### Metal layers overlaid, run 1

Scale bar: 20 um.
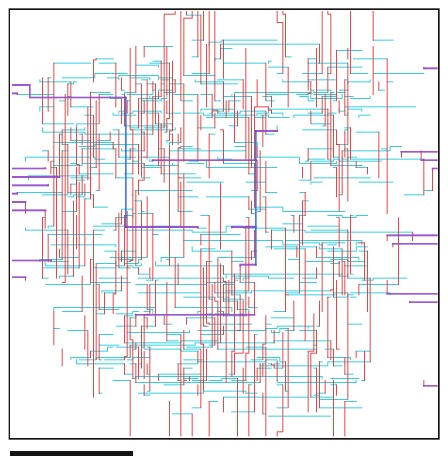
### Clock network drawn from the DEF, run 1

Scale bar: 20 um.
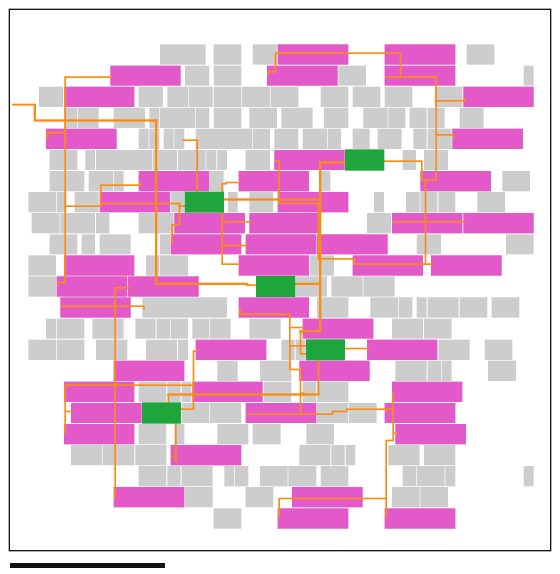
### Where the registers sit, run 1

Other sequential cells in the stronger gray, the rest of the logic in the fainter gray.
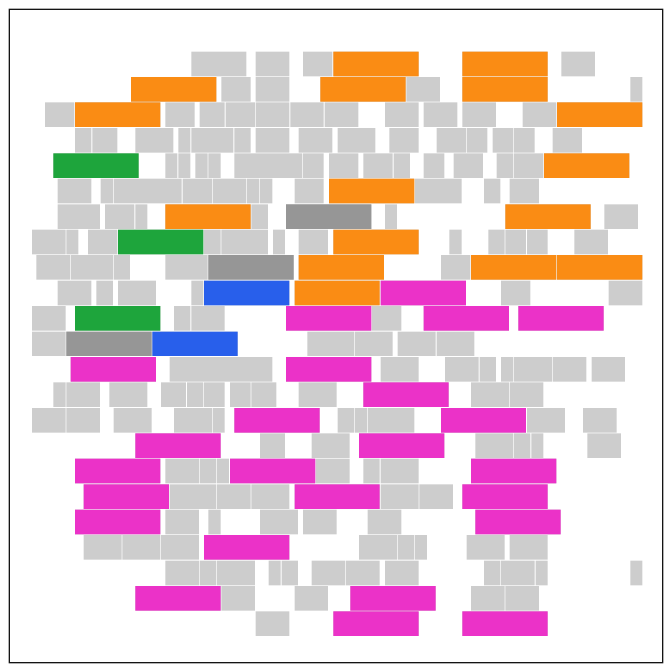
### I/O pins on the die edge, run 1

Pins as bars across the die edge, other pins in gray.
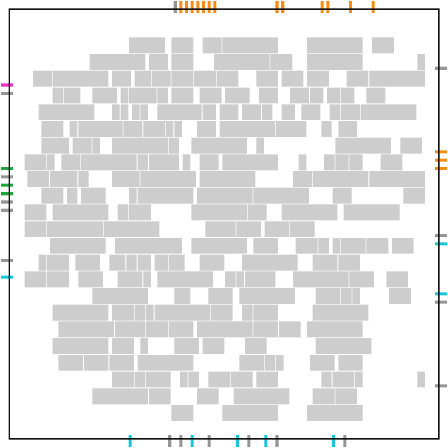
File: config.mk
export PLATFORM = sky130hd
export DESIGN_NAME = fifo_stream_reader
export DESIGN_NICKNAME = d
export VERILOG_FILES = /design/src/rtl/fifo_stream_reader.sv
export SDC_FILE = /design/constraint.sdc
export NUM_CORES = 1
export LEC_CHECK = 0
export CAP_MARGIN = 20
export CORE_MARGIN = 2
export CORE_UTILIZATION = 51
export DETAILED_ROUTE_END_ITERATION = 7
export HOLD_SLACK_MARGIN = 0.03
export PLACE_DENSITY = 0.79
export SYNTH_ARGS = -nofsm -noshare
export SYNTH_HDL_FRONTEND = slang
export SYNTH_SLANG_ARGS = --single-unit
export TNS_END_PERCENT = 10
File: constraint.sdc
create_clock -name clk -period 3.15 [get_ports clk]
set_clock_uncertainty 0.1 [all_clocks]
set_input_delay 0.63 -clock clk [delete_from_list [all_inputs] [get_ports clk]]
set_output_delay 0.63 -clock clk [all_outputs]
set_load 0.01 [all_outputs]
File: src/rtl/fifo_stream_reader.sv
// Read-side drain stage: issues FIFO reads, realigns returned words after READ_LATENCY and
// presents them on a valid/ready stream through a skid buffer sized so no word is ever lost.
module fifo_stream_reader #(
    parameter int DATA_WIDTH   = 8,
    parameter int READ_LATENCY = 1,
    parameter int CNT_WIDTH    = 16
) (
    input  logic                  clk,
    input  logic                  reset_n,
    input  logic                  fifo_empty,
    output logic                  fifo_read,
    input  logic [DATA_WIDTH-1:0] fifo_read_data,
    output logic                  m_valid,
    input  logic                  m_ready,
    output logic [DATA_WIDTH-1:0] m_data,
    output logic [2:0]            inflight,
    output logic [2:0]            buf_count,
    output logic [CNT_WIDTH-1:0]  word_count
);

    localparam int BUF_DEPTH = READ_LATENCY + 2;
    localparam int PTR_W     = $clog2(BUF_DEPTH);

    logic [READ_LATENCY-1:0] ret_vld;
    logic [DATA_WIDTH-1:0]   mem [BUF_DEPTH];
    logic [PTR_W-1:0]        head;
    logic [PTR_W-1:0]        tail;
    logic [3:0]              occupancy;
    logic                    push;
    logic                    pop;

    function automatic logic [PTR_W-1:0] wrap_inc(input logic [PTR_W-1:0] p);
        return (p == PTR_W'(BUF_DEPTH - 1)) ? '0 : p + 1'b1;
    endfunction

    always_comb begin
        inflight = '0;
        for (int i = 0; i < READ_LATENCY; i++)
            inflight = inflight + {2'b00, ret_vld[i]};
    end

    // Counting in-flight reads against free space is what makes overflow impossible;
    // the issue decision depends only on registered state, never on m_ready.
    assign occupancy = {1'b0, buf_count} + {1'b0, inflight};
    assign fifo_read = reset_n && !fifo_empty && (occupancy < 4'(BUF_DEPTH));
    assign push      = ret_vld[READ_LATENCY-1];
    assign m_valid   = (buf_count != 3'd0);
    assign pop       = m_valid && m_ready;
    assign m_data    = mem[head];

    always_ff @(posedge clk or negedge reset_n) begin
        if (!reset_n) begin
            ret_vld    <= '0;
            head       <= '0;
            tail       <= '0;
            buf_count  <= '0;
            word_count <= '0;
            for (int i = 0; i < BUF_DEPTH; i++)
                mem[i] <= '0;
        end else begin
            ret_vld[0] <= fifo_read;
            for (int i = 1; i < READ_LATENCY; i++)
                ret_vld[i] <= ret_vld[i-1];
            if (push) begin
                mem[tail] <= fifo_read_data;
                tail      <= wrap_inc(tail);
            end
            if (pop) begin
                head       <= wrap_inc(head);
                word_count <= word_count + 1'b1;
            end
            if (push && !pop)
                buf_count <= buf_count + 3'd1;
            else if (pop && !push)
                buf_count <= buf_count - 3'd1;
        end
    end

endmodule

==> qor.txt, run 1 <==
combinational share of cell area: 0.337
Pwr per Cell Area: 921 mW/mm^2
outcome: finished, final reports clean
clock network area share: 0.0391
non-clock buffer share of cell area: 0.155
DRC violations left: 0
crit start category: flip-flop
fin crit period: 2870 ps
global placer's final weighted congestion: 0.698
Comb power: 1.02 mW
via count: 1,456
crit-path cells: ha_1, ha_1, o21ai_0, and4b_1, clkdlybuf4s50_1
largest net degree at the start of global routing: 49
HPWL Detailed: 2990 um
critical path type: reg2out
Multi-In Gates: 116
CTS buffer count: 5
CP delay by family, top: buffers and inverters
ys cells: 176
Register Area: 0.00120 mm^2
clock share of power: 0.170
crit path max fanout: 5
Hold Vio Cnt, Final: 0
busiest metal layer after global routing: met2
synth-to-layout area growth: 25.2%
Synth Instances: 176
via density per instance: 5.39
Tot GR Track Use: 0.192
Die Y: 69.7 um
WHS: 338 ps
Setup crit start: buf_count[0]
seq_cells: 48
cell with the most instances after synthesis: dfrtp_1
CP peak stage delay: 540 ps
DR iter-0 viols: 69
most used cell, CP: ha_1
vias in the first global route: 1,537
GR Layer Usage met2: 0.333
main flop type: dfrtp_1
TritonRoute pass-1 iters: 4
normalized max-slew margin: 0.464
comb. cell area: 927 um^2
Post-CTS Resized: 0
Routed WL per cell: 15.6 um
root buffer cell: clkbuf_8
area reported by Yosys stat: 0.00220 mm^2
-- 'Metal layers overlaid' (at the start) --
- purple: metal 3 (wire length 155 um)
- cyan: metal 1 (wire length 1,880 um)
- blue: metal 4 (wire length 42.8 um)
- red: metal 2 (wire length 2,130 um)

-- 'Clock network drawn from the DEF' (at the start) --
- magenta: flip-flops (count 48)
- orange: clock wires (length 528 um)
- green: clock drivers (count 5)
- flops lie: all over the die
- routed clock nets: 6

-- 'Where the registers sit' (at the start) --
- blue: `tail` (flops 2)
- magenta: `mem` (flops 24)
- green: `buf_count` (flops 3)
- orange: `word_count` (flops 16)

-- 'I/O pins on the die edge' (at the start) --
- cyan: `fifo_read_data` (pins 8; direction input; edge 5 bottom, 2 right, 1 left)
- magenta: `clk` (pins 1; direction input; edge left)
- green: `buf_count` (pins 3; direction output; edge left)
- orange: `word_count` (pins 16; direction output; edge 13 top, 3 right)
- all pins by edge: 14 top, 11 bottom, 10 left, 9 right

==> run 1: metal layers <==
metal  share of wire  vias up
li1                -      681
met1            0.45      744
met2            0.51       25
met3           0.037        6
met4           0.010        0
met5               0        -
==> run 1: cells in the final DEF, fill, tap and decap left out, types with 5 or more instances in the layout <==
| cell type | count |
|---|---|
| clkbuf_8 | 5 |
| mux2_2 | 25 |
| xnor2_1 | 14 |
| o21ai_0 | 11 |
| clkdlybuf4s50_1 | 40 |
| mux2i_1 | 8 |
| dfrtp_1 | 48 |
| nand2_1 | 19 |
| nand3_1 | 7 |
==> run 1: flip-flops by register name, summed over array words and instances (netlist names) <==
register / flops
buf_count: 3
word_count: 16
tail: 2
mem: 24
head: 2
push: 1
==> run 1: path summary, 6_finish.rpt <==
| kind | slack [ps] | cells after the start | endpoint |
|---|---|---|---|
| max reg2reg | 770 | 9 | buf_count[2] |
| max | 280 | 5 | fifo_read |
| min reg2reg | 380 | 1 | word_count[15] |
| min in group clk | 380 | 1 | word_count[15] |
| min | 340 | 2 | word_count[2] |
| max in group asynchronous | 2220 | 2 | mem[1] |
==> run 1: logic make-up (layout without fill, tap and decap cells) <==
| family | Yosys count | after routing | share of synthesized area |
|---|---|---|---|
| muxes | 33 | 33 | 0.164 |
| and+or+nand+nor | 45 | 45 | 0.118 |
| other | 1 | 2 | 0.00170 |
| xor gates and xnor gates | 18 | 18 | 0.0717 |
| DFF | 48 | 48 | 0.546 |
| buffers and inverters | 13 | 56 | 0.0341 |
| AOI/OAI and AO/OA | 13 | 13 | 0.0319 |
| adders and majority gates | 5 | 5 | 0.0319 |
==> run 1: metrics by stage <==
step | instances | area (um^2)
after detailed placement | 262 | 2650
after global placement | 262 | 2650
final | 270 | 2750
after floorplan | 177 | 2200
after global routing | 270 | 2750
after CTS | 270 | 2750
--- run 2 (diff from run 1) ---
--- a/config.mk
+++ b/config.mk
@@ -9,7 +9,7 @@
 export CORE_MARGIN = 2
 export CORE_UTILIZATION = 51
 export DETAILED_ROUTE_END_ITERATION = 7
-export HOLD_SLACK_MARGIN = 0.03
+export GPL_TIMING_DRIVEN = 0
 export PLACE_DENSITY = 0.79
 export SYNTH_ARGS = -nofsm -noshare
 export SYNTH_HDL_FRONTEND = slang
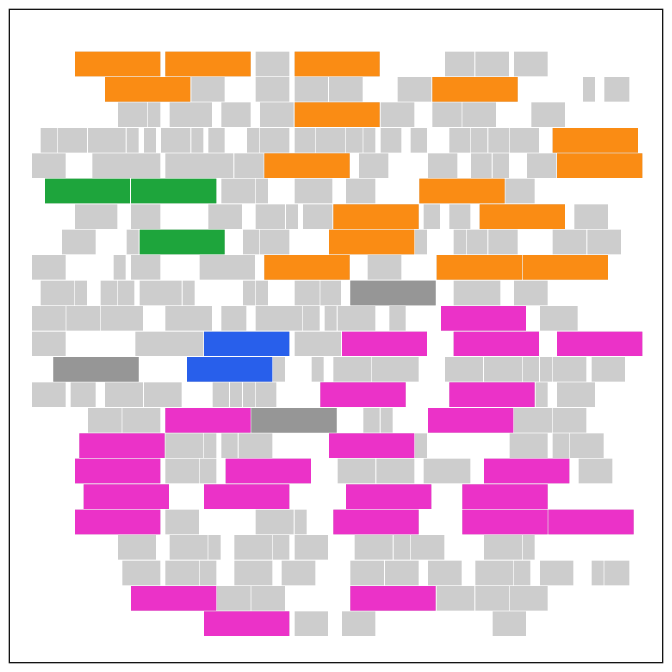
*Where the registers sit, run 2*
Other sequential cells in the stronger gray, the rest of the logic in the fainter gray.
- magenta: `mem` (flops 24)
- blue: `tail` (flops 2)
- green: `buf_count` (flops 3)
- orange: `word_count` (flops 16)
- not colored: 3

==> qor.txt, run 2 <==
busiest metal layer after global routing: met2
most used cell, CP: ha_1
Largest regs: mem x24, word_count x16, buf_count x3
clock share of power: 0.146
area reported by Yosys stat: 0.00220 mm^2
Tot GR Track Use: 0.183
Post-CTS Resized: 0
Die Y: 69.7 um
WL met1: 1870 um
placed cells: 269
TritonRoute pass-1 iters: 4
main flop type: dfrtp_1
Post CTS Setup Buffer Count: 0
most frequent cells in the layout: dfrtp_1 (48), clkdlybuf4s50_1 (40), mux2_2 (25), nand2_1 (19), xnor2_1 (14)
DR WL met2: 2030 um
number of flip-flops under the largest register name: 24
largest net degree at the start of global routing: 34
outcome: finished, final reports clean
HPWL Detailed: 2990 um
crit path max fanout: 5
global placer's final weighted congestion: 0.713
via density per instance: 5.27
root buffer cell: clkbuf_8
cell with the most instances after synthesis: dfrtp_1
vias in the first global route: 1,499
ys cells: 176
DR iter-0 viols: 79
Post-Layout Cell Count: 277
GR Layer Usage met2: 0.315
Net count, final: 243
CP delay by family, top: buffers and inverters
crit start category: flip-flop
via count: 1,461
Hold Vio Cnt, Final: 0
Setup WS pre-CTS: 557 ps
GRT met3 Usage: 0.0436
most instantiated logic cell after routing: dfrtp_1
WHS: 155 ps
CP peak stage delay: 540 ps
critical path type: reg2out
synth-to-layout area growth: 26.5%
clock latency on the worst-skew pair: 280 ps
DRC violations left: 0
crit-path cells: ha_1, ha_1, o21ai_0, and4b_1, clkdlybuf4s50_1
WL met3: 153 um
normalized max-slew margin: 0.449
Top Metal Used: met4
Biggest register: mem
Synth Instances: 176
Pwr per Cell Area: 885 mW/mm^2
-- run 2: power groups by stage --
stage | Combinational (mW) | Sequential [mW] | Clock [mW]
after floorplan | 0.590 | 1.04 | 0
after global placement | 1.03 | 1.03 | 0
after detailed placement | 1.07 | 1.06 | 0
after CTS | 1.07 | 1.05 | 0.370
after global routing | 1.15 | 1.09 | 0.404
final | 1.05 | 1.05 | 0.359
-- run 2: final timing paths --
kind,start,to,slack [ps],cells past startpoint
max,buf_count[0],fifo_read,330,5
min,reset_n,buf_count[2],160,1
max reg2reg,buf_count[0],buf_count[2],740,9
min reg2reg,word_count[15],word_count[15],390,1
max in group asynchronous,reset_n,mem[5],2290,2
min in group clk,word_count[15],word_count[15],390,1
-- run 2: kinds of logic after synthesis --
kind of cell | synth area share
muxes | 0.164
xor gates and xnor gates | 0.0717
and+or+nand+nor | 0.118
other | 0.00170
DFF | 0.546
adders and majority gates | 0.0319
AOI/OAI and AO/OA | 0.0319
buffers and inverters | 0.0341
-- run 2: area by class of cell --
class,count,area [um^2],share of cell area
Sequential cell,48,1200,0.432
Multi-Input combinational cell,116,927,0.333
Timing Repair Buffer,42,425,0.153
Clock buffer,8,90.1,0.0324
Tap cell,50,62.6,0.0225
Buffer,9,47.5,0.0171
Inverter,4,27.5,0.00990
-- run 2: through the flow --
step                cell area (um^2)  setup TNS [ps]   util
CTS                             2780               0  0.681
finish                          2780               0  0.681
global route                    2780               0  0.681
floorplan                       2200               0      -
global placement                2680           -1160  0.655
detailed placement              2690               0  0.659
Power is estimated from default activity; no workload was simulated.
